### src/rtl/cpu_pkg.sv
// Shared constants for the 2600 CPU core: sequencer state codes, opcodes,
// reset vector bytes and the instruction classes produced by the decoder.
package cpu_pkg;

    typedef logic [2:0] state_t;

    localparam state_t ST_RST_0   = 3'd0;
    localparam state_t ST_RST_1   = 3'd1;
    localparam state_t ST_FETCH   = 3'd2;
    localparam state_t ST_OPER    = 3'd3;
    localparam state_t ST_ZP_MEM  = 3'd4;
    localparam state_t ST_ABS_HI  = 3'd5;
    localparam state_t ST_ABS_MEM = 3'd6;
    localparam state_t ST_HALT    = 3'd7;

    localparam logic [7:0] OP_LDA_IMM = 8'hA9;
    localparam logic [7:0] OP_LDX_IMM = 8'hA2;
    localparam logic [7:0] OP_INX     = 8'hE8;
    localparam logic [7:0] OP_NOP     = 8'hEA;
    localparam logic [7:0] OP_LDA_ZP  = 8'hA5;
    localparam logic [7:0] OP_STA_ZP  = 8'h85;
    localparam logic [7:0] OP_LDA_ABS = 8'hAD;
    localparam logic [7:0] OP_STA_ABS = 8'h8D;
    localparam logic [7:0] OP_JMP_ABS = 8'h4C;

    localparam logic [7:0] VEC_RESET_HI   = 8'hFF;
    localparam logic [7:0] VEC_RESET_LO_0 = 8'hFC;
    localparam logic [7:0] VEC_RESET_LO_1 = 8'hFD;

    typedef enum logic [2:0] {
        IMM,
        IMPL,
        ZP,
        ABS,
        JMP,
        ILLEGAL
    } op_class_t;

endpackage

### src/rtl/cpu_opdecode.sv
// Combinational opcode classifier: maps the instruction register to an
// addressing class plus the per-opcode data flags used by the sequencer.
module cpu_opdecode
    import cpu_pkg::*;
(
    input  logic [7:0] ir,
    output op_class_t  op_class,
    output logic       is_store,
    output logic       ld_a,
    output logic       ld_x,
    output logic       inc_x
);

    always_comb begin
        op_class = ILLEGAL;
        is_store = 1'b0;
        ld_a     = 1'b0;
        ld_x     = 1'b0;
        inc_x    = 1'b0;
        case (ir)
            OP_LDA_IMM: begin op_class = IMM;  ld_a     = 1'b1; end
            OP_LDX_IMM: begin op_class = IMM;  ld_x     = 1'b1; end
            OP_INX:     begin op_class = IMPL; inc_x    = 1'b1; end
            OP_NOP:     begin op_class = IMPL;                  end
            OP_LDA_ZP:  begin op_class = ZP;   ld_a     = 1'b1; end
            OP_STA_ZP:  begin op_class = ZP;   is_store = 1'b1; end
            OP_LDA_ABS: begin op_class = ABS;  ld_a     = 1'b1; end
            OP_STA_ABS: begin op_class = ABS;  is_store = 1'b1; end
            OP_JMP_ABS: begin op_class = JMP;                   end
            default:    begin op_class = ILLEGAL;               end
        endcase
    end

endmodule

### src/rtl/cpu_sequencer.sv
// Control sequencer: state register plus decode of the bus gate, load and
// increment strobes for the reset vector fetch and the supported opcodes.
module cpu_sequencer
    import cpu_pkg::*;
(
    input  logic       Clk,
    input  logic       Reset_n,
    input  logic       Rdy,
    input  logic [7:0] IR,
    output logic       R,
    output logic       Sync,
    output logic       Halt,
    output logic       Gate_ADH_PCH,
    output logic       Gate_ADH_TmpH,
    output logic       Gate_ADH_Zero,
    output logic       Gate_ADH_Reset,
    output logic       Gate_ADL_PCL,
    output logic       Gate_ADL_TmpL,
    output logic       Gate_ADL_Reset_0,
    output logic       Gate_ADL_Reset_1,
    output logic       Gate_DataBus_A,
    output logic       LD_IR,
    output logic       LD_TmpL,
    output logic       LD_TmpH,
    output logic       LD_A,
    output logic       LD_X,
    output logic       LD_PC,
    output logic       PC_Inc,
    output logic       INC_X
);

    state_t    state_q, state_d, state_next;
    op_class_t op_class;
    logic      is_store, dec_ld_a, dec_ld_x, dec_inc_x;

    logic r_raw, sync_raw, halt_raw, gate_db_raw;
    logic adh_pch, adh_tmph, adh_zero, adh_rst;
    logic adl_pcl, adl_tmpl, adl_rst0, adl_rst1;
    logic ld_ir_raw, ld_tmpl_raw, ld_tmph_raw, ld_a_raw, ld_x_raw, ld_pc_raw;
    logic pc_inc_raw, inc_x_raw;
    logic stall, strobe_en;

    cpu_opdecode u_opdecode (
        .ir       (IR),
        .op_class (op_class),
        .is_store (is_store),
        .ld_a     (dec_ld_a),
        .ld_x     (dec_ld_x),
        .inc_x    (dec_inc_x)
    );

    always_comb begin
        state_next  = state_q;
        r_raw       = 1'b1;
        sync_raw    = 1'b0;
        halt_raw    = 1'b0;
        gate_db_raw = 1'b0;
        adh_pch     = 1'b0;
        adh_tmph    = 1'b0;
        adh_zero    = 1'b0;
        adh_rst     = 1'b0;
        adl_pcl     = 1'b0;
        adl_tmpl    = 1'b0;
        adl_rst0    = 1'b0;
        adl_rst1    = 1'b0;
        ld_ir_raw   = 1'b0;
        ld_tmpl_raw = 1'b0;
        ld_tmph_raw = 1'b0;
        ld_a_raw    = 1'b0;
        ld_x_raw    = 1'b0;
        ld_pc_raw   = 1'b0;
        pc_inc_raw  = 1'b0;
        inc_x_raw   = 1'b0;
        case (state_q)
            ST_RST_0: begin
                adh_rst     = 1'b1;
                adl_rst0    = 1'b1;
                ld_tmpl_raw = 1'b1;
                state_next  = ST_RST_1;
            end
            ST_RST_1: begin
                adh_rst    = 1'b1;
                adl_rst1   = 1'b1;
                ld_pc_raw  = 1'b1;
                state_next = ST_FETCH;
            end
            ST_FETCH: begin
                adh_pch    = 1'b1;
                adl_pcl    = 1'b1;
                sync_raw   = 1'b1;
                ld_ir_raw  = 1'b1;
                pc_inc_raw = 1'b1;
                state_next = ST_OPER;
            end
            ST_OPER: begin
                adh_pch = 1'b1;
                adl_pcl = 1'b1;
                case (op_class)
                    IMM: begin
                        ld_a_raw   = dec_ld_a;
                        ld_x_raw   = dec_ld_x;
                        pc_inc_raw = 1'b1;
                        state_next = ST_FETCH;
                    end
                    IMPL: begin
                        inc_x_raw  = dec_inc_x;
                        state_next = ST_FETCH;
                    end
                    ZP: begin
                        ld_tmpl_raw = 1'b1;
                        pc_inc_raw  = 1'b1;
                        state_next  = ST_ZP_MEM;
                    end
                    ABS, JMP: begin
                        ld_tmpl_raw = 1'b1;
                        pc_inc_raw  = 1'b1;
                        state_next  = ST_ABS_HI;
                    end
                    default: state_next = ST_HALT;
                endcase
            end
            ST_ZP_MEM, ST_ABS_MEM: begin
                adh_zero    = (state_q == ST_ZP_MEM);
                adh_tmph    = (state_q == ST_ABS_MEM);
                adl_tmpl    = 1'b1;
                r_raw       = !is_store;
                gate_db_raw = is_store;
                ld_a_raw    = dec_ld_a;
                state_next  = ST_FETCH;
            end
            ST_ABS_HI: begin
                adh_pch = 1'b1;
                adl_pcl = 1'b1;
                if (op_class == JMP) begin
                    ld_pc_raw  = 1'b1;
                    state_next = ST_FETCH;
                end else begin
                    ld_tmph_raw = 1'b1;
                    pc_inc_raw  = 1'b1;
                    state_next  = ST_ABS_MEM;
                end
            end
            default: begin
                adh_pch  = 1'b1;
                adl_pcl  = 1'b1;
                halt_raw = 1'b1;
            end
        endcase
    end

    // A low Rdy only stretches read cycles; writes and reset always proceed.
    assign stall     = !Rdy && r_raw;
    assign strobe_en = Reset_n && !stall;

    always_comb begin
        state_d = state_next;
        if (stall) begin
            state_d = state_q;
        end
    end

    always_ff @(posedge Clk) begin
        if (!Reset_n) begin
            state_q <= ST_RST_0;
        end else begin
            state_q <= state_d;
        end
    end

    // While Reset_n is low the bus points at the reset vector and nothing loads.
    assign R                = !Reset_n || r_raw;
    assign Sync             = Reset_n && sync_raw;
    assign Halt             = Reset_n && halt_raw;
    assign Gate_ADH_PCH     = Reset_n && adh_pch;
    assign Gate_ADH_TmpH    = Reset_n && adh_tmph;
    assign Gate_ADH_Zero    = Reset_n && adh_zero;
    assign Gate_ADH_Reset   = !Reset_n || adh_rst;
    assign Gate_ADL_PCL     = Reset_n && adl_pcl;
    assign Gate_ADL_TmpL    = Reset_n && adl_tmpl;
    assign Gate_ADL_Reset_0 = !Reset_n || adl_rst0;
    assign Gate_ADL_Reset_1 = Reset_n && adl_rst1;
    assign Gate_DataBus_A   = Reset_n && gate_db_raw;
    assign LD_IR            = strobe_en && ld_ir_raw;
    assign LD_TmpL          = strobe_en && ld_tmpl_raw;
    assign LD_TmpH          = strobe_en && ld_tmph_raw;
    assign LD_A             = strobe_en && ld_a_raw;
    assign LD_X             = strobe_en && ld_x_raw;
    assign LD_PC            = strobe_en && ld_pc_raw;
    assign PC_Inc           = strobe_en && pc_inc_raw;
    assign INC_X            = strobe_en && inc_x_raw;

endmodule

### config.mk
export PLATFORM = sky130hd
export DESIGN_NAME = cpu_sequencer
export DESIGN_NICKNAME = d
export VERILOG_FILES = /design/src/rtl/cpu_pkg.sv /design/src/rtl/cpu_opdecode.sv /design/src/rtl/cpu_sequencer.sv
export SDC_FILE = /design/constraint.sdc
export NUM_CORES = 1
export LEC_CHECK = 0
export CAP_MARGIN = 30
export CORE_MARGIN = 2
export CORE_UTILIZATION = 34
export DETAILED_ROUTE_END_ITERATION = 10
export GPL_TIMING_DRIVEN = 0
export PLACE_DENSITY = 0.77
export SYNTH_ARGS = -nofsm -noshare
export SYNTH_HDL_FRONTEND = slang
export SYNTH_SLANG_ARGS = --single-unit
### constraint.sdc
create_clock -name Clk -period 1.6 [get_ports Clk]
set_input_delay 0.32 -clock Clk [delete_from_list [all_inputs] [get_ports Clk]]
set_output_delay 0.32 -clock Clk [all_outputs]
set_load 0.02 [all_outputs]
==> run_1/clock_nets.png <==
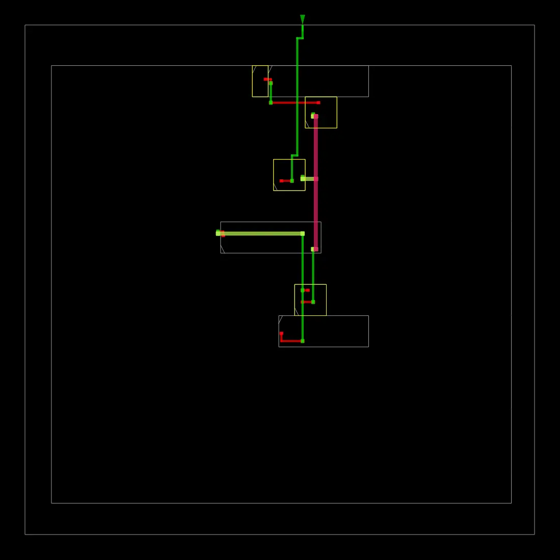
Clk Latency, worst-skew pair: 0.24 ns
total clock network power: 0.000136 W
clock buffer count in the final layout: 4
setup skew after layout: 0.005659 ns
num sequential: 3

==> run_1/util_map.png <==
Drawn at 8 px/µm. 9 x 9 tiles, from white (low) to dark blue (high), 0 to 100% covered.
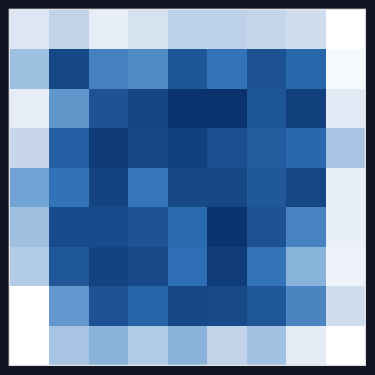
The densest ninth of the die: middle. 46% of the tiles are over 75% full. The mean over all tiles is 59%. The fullest tile reaches 99%. The emptiest ninth of the die: bottom right.

==> run_1/m3.png <==
Drawn at 12 px/µm.
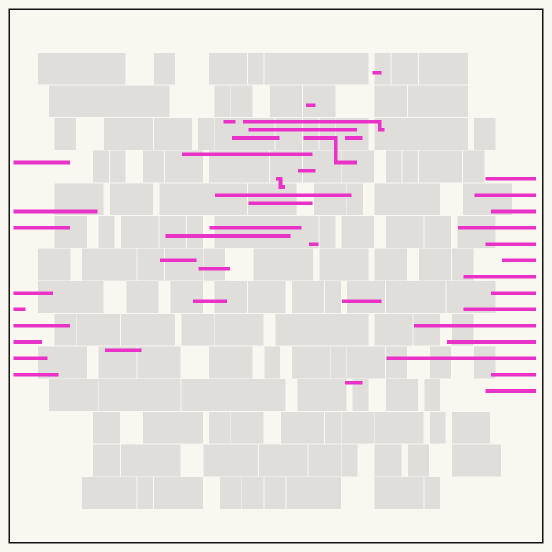
The layer holds 8.2% of the routed length. The layer carries 202 µm of wire. The longest straight run is 12.2 µm. The wires run mostly horizontal.

==> summary.txt, run 1 <==
yosys + openroad results -> run status finished with violations, violated checks setup timing, Die Span Y 44.33 µm, R2R Path End state_q[1], yosys xor share 0, Num CTS Buffers 3, Clock-cell share 0.02236, number of warning messages in the logs 29, crit path capture LD_A, Worst Tran Pin Value about 0.29 ns, Req. time, crit path between 1 and 1.5 ns, post-synth top area share 0.1086, simple-gate share of the synthesized area 0.5452, TritonCTS sink count 3, Sequential cell area 68.82 µm², worst hold-check path type in -> reg, sequential fraction of design power 0.204, boundary pin count 31, routability cong. 0.8052, CTS tree built, leakage power figure 0.5475 nW, worst-path fanout max 7, post-layout total power 0.0004115 W, sequential share of cell area 0.05857, tap cells 16, count of nets after finishing 144, Logic pwr share 0.466, Synth Area per Inst about 6.6 µm², GRT Overall Usage 0.2536, first drt pass iteration count 4, met3 Usage GRT 0.01633, placed standard-cell area 924.6 µm², P_sw 0.0001452 W, crit path launch IR[0], number of setup violations in the final report 8, proportion of cell area occupied by multi-input gates 0.5154, total power density per cell area 350.3 nW/µm², most used flip-flop cell after synthesis dfxtp_1, largest power group combinational logic, power of the sequential group 0.0000840 W, Fin Hold WS 0.4531 ns, number of fill cells 106, worst hold path cell count 4, met2 Resource Use GR 0.4912, Total Wirelength 2.463 mm, chain of cells forming the critical path buf_8, nand2b_4, a222oi_1, buf_4, and4b_1, o2111a_2, buf_6, mux contribution to synthesized area 0, RSZ-0062 raised after global routing yes, fraction of cell area in non-clock buffers 0.3674, count of cells resized by post-cts repair 160, reg-to-reg slack, setup 0.19 ns, Final Worst Setup Slack -0.2752 ns, fraction of the yosys area taken by sequential cells 0.1086, most numerous logic cell after layout buf_4, die x size 44.33 µm, type of element capturing the critical path output port, post-layout period usage of the worst path 1.172, most used cells in the layout excluding fill and tap cells buf_4 (16), buf_6 (13), buf_2 (11), number of signal-net buffers in the layout 50, number of flip-flops under the largest register name 3, area grow syn2layout 112.4%, count of endpoints failing hold in the final timing report 0, via count of the first global-routing pass 847
==> run 2, diff against run 1 <==
Clock period 1.6 ns to 1.7 ns, I/O delays scaled along.
==> run_2/m3.png <==
Drawn at 12 px/µm.
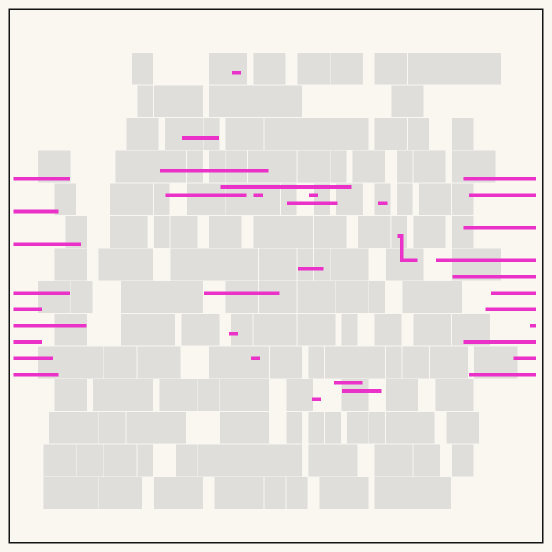
The longest straight run is 10.6 µm. The layer holds 6.2% of the routed length. The layer carries 136 µm of wire. The wires run mostly horizontal. 31 nets have wire on it.

==> run 2 against run 1 <==
Net effect:
- the run still ends with setup timing left
- worst hold slack gained 0.019 ns
- sequential power shrank 6.8%
- non-clock buffer count shrank 1
- total power shrank 11%
- clock skew shrank 0.0037 ns
- global-route usage shrank 1.2 points
- combinational power shrank 14%
- first-iteration DRC count shrank 33%
- register-to-register slack gained 0.04 ns
- clock power shrank about 10%
- critical path type unchanged
- largest power group unchanged
==> summary.txt, run 2 <==
yosys + openroad results -> yosys xor share 0 (unchanged), worst hold path cell count 3 (-1), fraction of the yosys area taken by sequential cells 0.1086 (unchanged), Clk Latency, worst-skew pair 0.22 ns (-0.02 ns), most numerous logic cell after layout buf_4, clock buffer count in the final layout 4 (unchanged), sequential share of cell area 0.05982 (+0.001247), Logic pwr share 0.454 (-0.012), type of element capturing the critical path output port, number of warning messages in the logs 29 (unchanged), count of endpoints failing hold in the final timing report 0 (unchanged), reg-to-reg slack, setup 0.23 ns (+0.04 ns), via count of the first global-routing pass 821 (-3.1%), Fin Hold WS 0.4721 ns (+0.01908 ns), sequential fraction of design power 0.214 (+0.010), R2R Path End state_q[1], tap cells 16 (unchanged), CTS tree built, crit path capture LD_A, most used flip-flop cell after synthesis dfxtp_1, most used cells in the layout excluding fill and tap cells buf_4 (20), nor2_1 (10), buf_2 (8), setup skew after layout 0.001977 ns (-0.003681 ns), number of setup violations in the final report 7 (-1), number of signal-net buffers in the layout 49 (-2.0%), die x size 44.33 µm (unchanged), Final Worst Setup Slack -0.2165 ns (+0.05869 ns), P_sw 0.0001236 W (-15%), count of nets after finishing 143 (-0.69%), first drt pass iteration count 4 (unchanged), largest power group combinational logic, post-layout total power 0.0003649 W (-11%), Worst Tran Pin Value 0.3020 ns (+0.01600 ns), placed standard-cell area 889.6 µm² (-3.8%), power of the sequential group 0.0000783 W (-6.8%), violated checks setup timing, mux contribution to synthesized area 0 (unchanged), met2 Resource Use GR 0.4441 (-0.04706), Die Span Y 44.33 µm (unchanged), Sequential cell area 66.31 µm² (-3.6%), post-layout period usage of the worst path 1.127, Synth Area per Inst 6.584 µm² (unchanged), GRT Overall Usage 0.2418 (-0.01175), simple-gate share of the synthesized area 0.5452 (unchanged), Num CTS Buffers 3 (unchanged), leakage power figure 0.5300 nW (-3.2%), overflow left after global routing 0, routability cong. 0.8052 (unchanged), fraction of cell area in non-clock buffers 0.3578 (-0.009622), num sequential 3 (unchanged), total clock network power 0.000121 W (-10%), Total Wirelength 2.209 mm (-10%), run status finished with violations, met3 Usage GRT 0.01224 (-0.004082)
No activity file was given, so power comes from the tool's default toggle rates.
